Fig. 1: track usage over the die
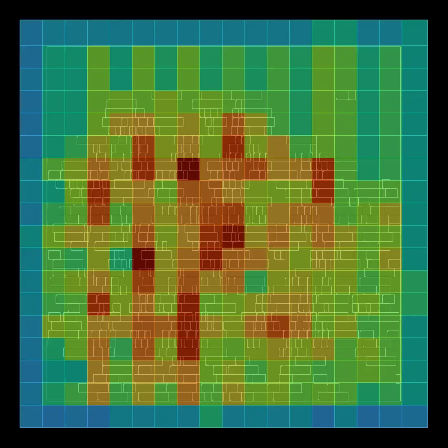
Fig. 2: routed metal, one colour a layer
Only two layers are drawn.
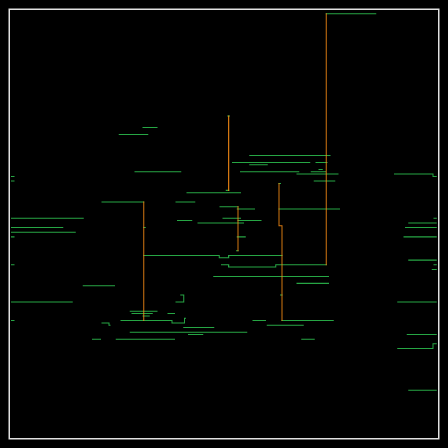
Fig. 3: sequential cells grouped by signal name
The bar under the picture is 50 microns long. Other sequential cells in the stronger grey, the rest of the logic in the fainter grey.
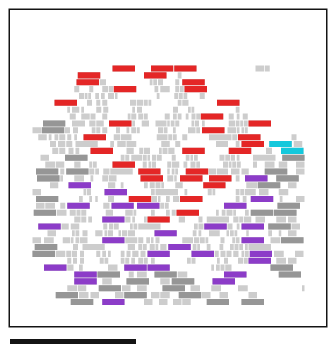
`config.mk`:
```
export PLATFORM = sky130hd
export DESIGN_NAME = freq_gate_counter_flat
export DESIGN_NICKNAME = d
export VERILOG_FILES = /design/src/rtl/freq_gate_counter_if.sv /design/src/rtl/freq_gate_counter.sv /design/src/flat_wrapper.sv
export SDC_FILE = /design/constraint.sdc
export NUM_CORES = 1
export LEC_CHECK = 0
export CAP_MARGIN = 20
export CORE_MARGIN = 8
export CORE_UTILIZATION = 39
export DETAILED_ROUTE_END_ITERATION = 8
export PLACE_DENSITY = 0.63
export SYNTH_ARGS = -nofsm -noshare
export SYNTH_HDL_FRONTEND = slang
export SYNTH_SLANG_ARGS = --single-unit
```
`constraint.sdc`:
```
create_clock -name sys_clk -period 4.6 [get_ports sys_clk]
set_clock_uncertainty 0.2 [all_clocks]
set_input_delay 0.92 -clock sys_clk [delete_from_list [all_inputs] [get_ports sys_clk]]
set_output_delay 0.92 -clock sys_clk [all_outputs]
set_load 0.01 [all_outputs]
```
`src/rtl/freq_gate_counter_if.sv`:
```
// freq_gate_counter_if: signal-under-test inputs and measurement result bundle
interface freq_gate_counter_if;
    logic        sig_in;
    logic        meas_en;
    logic [27:0] freq;
    logic        freq_vld;
    logic        gate_active;
    logic        ovf;
    modport master (output sig_in, meas_en, input freq, freq_vld, gate_active, ovf);
    modport slave  (input sig_in, meas_en, output freq, freq_vld, gate_active, ovf);
endinterface

```
`src/rtl/freq_gate_counter.sv`:
```
// freq_gate_counter: counts synchronised sig_in rises over a GATE_CYCLES window and publishes freq; FREQ_OVF_EN adds saturation and ovf
module freq_gate_counter #(
    parameter int unsigned GATE_CYCLES = 48_000_000,
    parameter int unsigned MAX_FREQ    = 99_999_999,
    parameter int unsigned SYNC_STAGES = 2
) (
    input logic                sys_clk,
    input logic                sys_rst,
    freq_gate_counter_if.slave bus
);
    typedef enum logic [1:0] {IDLE, GATE, LATCH} state_t;
    localparam logic [31:0] LAST = GATE_CYCLES - 32'd1;
    state_t                 state;
    logic [SYNC_STAGES-1:0] sync;
    logic                   hist;
    logic                   rise;
    logic [31:0]            gate_cnt;
    logic [27:0]            edge_cnt;
    logic [27:0]            edge_nxt;
    logic [27:0]            freq_r;
    logic                   freq_vld_r;
    logic                   gate_r;
`ifdef FREQ_OVF_EN
    localparam logic [27:0] MAX_C = 28'(MAX_FREQ);
    logic                   ovf_r;
    assign edge_nxt = (rise && edge_cnt <= MAX_C) ? edge_cnt + 28'd1 : edge_cnt;
    assign bus.ovf  = ovf_r;
`else
    logic [31:0]            unused_max;
    assign unused_max = MAX_FREQ;
    assign edge_nxt   = edge_cnt + {27'd0, rise};
    assign bus.ovf    = 1'b0;
`endif
    assign rise            = sync[SYNC_STAGES-1] & ~hist;
    assign bus.freq        = freq_r;
    assign bus.freq_vld    = freq_vld_r;
    assign bus.gate_active = gate_r;
    // bring sig_in into the sys_clk domain and keep one cycle of history for edge detection
    always_ff @(posedge sys_clk or posedge sys_rst)
        if (sys_rst) begin
            sync <= '0;
            hist <= 1'b0;
        end else begin
            sync <= {sync[SYNC_STAGES-2:0], bus.sig_in};
            hist <= sync[SYNC_STAGES-1];
        end
    // measurement sequencer: open a gate window, latch the count for one cycle, abort when meas_en drops
    always_ff @(posedge sys_clk or posedge sys_rst)
        if (sys_rst) begin
            state      <= IDLE;
            gate_cnt   <= '0;
            edge_cnt   <= '0;
            freq_r     <= '0;
            freq_vld_r <= 1'b0;
            gate_r     <= 1'b0;
`ifdef FREQ_OVF_EN
            ovf_r      <= 1'b0;
`endif
        end else begin
            freq_vld_r <= 1'b0;
            case (state)
                IDLE: begin
                    gate_cnt <= '0;
                    edge_cnt <= '0;
                    gate_r   <= bus.meas_en;
                    state    <= bus.meas_en ? GATE : IDLE;
                end
                GATE: begin
                    if (!bus.meas_en) begin
                        state    <= IDLE;
                        gate_cnt <= '0;
                        edge_cnt <= '0;
                        gate_r   <= 1'b0;
                    end else begin
                        edge_cnt <= edge_nxt;
                        gate_cnt <= gate_cnt + 32'd1;
                        if (gate_cnt == LAST) begin
                            state  <= LATCH;
                            gate_r <= 1'b0;
                        end
                    end
                end
                LATCH: begin
`ifdef FREQ_OVF_EN
                    freq_r   <= (edge_cnt > MAX_C) ? MAX_C : edge_cnt;
                    ovf_r    <= edge_cnt > MAX_C;
`else
                    freq_r   <= edge_cnt;
`endif
                    freq_vld_r <= 1'b1;
                    gate_cnt   <= '0;
                    edge_cnt   <= '0;
                    gate_r     <= bus.meas_en;
                    state      <= bus.meas_en ? GATE : IDLE;
                end
                default: state <= IDLE;
            endcase
        end
endmodule

```
`src/flat_wrapper.sv`:
```
// flat-port wrapper written by rule: the top's interface ports become plain ports
module freq_gate_counter_flat 
#(
    parameter int unsigned GATE_CYCLES = 48_000_000,
    parameter int unsigned MAX_FREQ    = 99_999_999,
    parameter int unsigned SYNC_STAGES = 2
)
  (sys_clk, sys_rst, bus_sig_in, bus_meas_en, bus_freq, bus_freq_vld, bus_gate_active, bus_ovf);
  freq_gate_counter_if bus_i ();
  input logic sys_clk;
  input logic sys_rst;
  input wire logic [$bits(bus_i.sig_in)-1:0] bus_sig_in;
  input wire logic [$bits(bus_i.meas_en)-1:0] bus_meas_en;
  output wire logic [$bits(bus_i.freq)-1:0] bus_freq;
  output wire logic [$bits(bus_i.freq_vld)-1:0] bus_freq_vld;
  output wire logic [$bits(bus_i.gate_active)-1:0] bus_gate_active;
  output wire logic [$bits(bus_i.ovf)-1:0] bus_ovf;
  assign bus_i.sig_in = bus_sig_in;
  assign bus_i.meas_en = bus_meas_en;
  assign bus_freq = bus_i.freq;
  assign bus_freq_vld = bus_i.freq_vld;
  assign bus_gate_active = bus_i.gate_active;
  assign bus_ovf = bus_i.ovf;
  freq_gate_counter #(.GATE_CYCLES(GATE_CYCLES), .MAX_FREQ(MAX_FREQ), .SYNC_STAGES(SYNC_STAGES)) u_core (.sys_clk(sys_clk), .sys_rst(sys_rst), .bus(bus_i));
endmodule
```
==> reports/metrics.cfg <==
[run_status]
status=complete, no violations

[critical_path]
max_stage_delay_ps=890
cp_data_arrival_time_ps=3060
critPathLaunch=u_core.sync[1]$_DFF_PP0_
path_cells=nor2b_1 > ha_1 > nand4_1 > nor4_1 > nand2_1 > o311ai_0 > o31ai_1
r2r_slack_ps=1550
critical_path_required_ps=4610
start_kind=register
path_buffers=0

[clocking]
post_cts_resized=0
cts_inserted_buffers=9
worstSkewPairLatency_ps=340
hold_buffers=0
h-tree-depth=3
cts-root-buf=clkbuf_16

[job]
cap_violations=0
tool_warnings=27

[final_timing]
setup_slack_ps=1550
drv_slew=0
worst_pin_slew_ps=945
max_freq_ghz=0.328
setup_violations=0
relSlewSlack_pct=36.4

[final_layout]
final_cell_count_no_fill=649
layout_top_cell=dfrtp_1
flops=95
comb_share_pct=39.4
num-nonclk-buffers=40
largest_cell_class=sequential cells

[power_and_ir_drop]
power.total_mw=1.59
power_switching_mw=0.346
seq_cell_power_mw=0.843
p_leak_nw=2.27

[worst_hold_path]
hold_class=register to register
whs_endpoint=u_core.sync[1]$_DFF_PP0_
min_path_cells=0

[floorplan]
pin_count=35
fp_util_pct=39.4
dieHeight_microns=125

[route]
wl_met1_microns=5010
drt_iter0_markers=320
via_per_inst=5.96

[yosys]
edf_count=0
top_area_cell=dfrtp_1
most_common_cell=dfrtp_1
synthFlopType=dfrtp_1
mux_share_pct=6.30
yosys.area_share.simple_pct=20.3
ys.warnings.count=0

[placement]
dpl_cell_area_sq_um=5100
place_hpwl_microns=7080

[global_route]
grt_overflow=0
groute.usage.overall_pct=14.2

Back to the opening pictures, Fig. 1:
post-layout util: 45.6%
layer with the highest usage: met2
met1 usage: 18.1%
wire per inst: 16.8 microns

Back to the opening pictures, Fig. 2:
legend:
  orange:
    layer: metal 4
    wire_length: 184 microns
  green:
    layer: metal 3
    wire_length: 667 microns

Back to the opening pictures, Fig. 3:
legend:
  red:
    name_in_the_netlist: u_core.gate_cnt
    flops: 32
  purple:
    name_in_the_netlist: u_core.edge_cnt
    flops: 28
  cyan:
    name_in_the_netlist: u_core.sync
    flops: 2
not coloured: 33

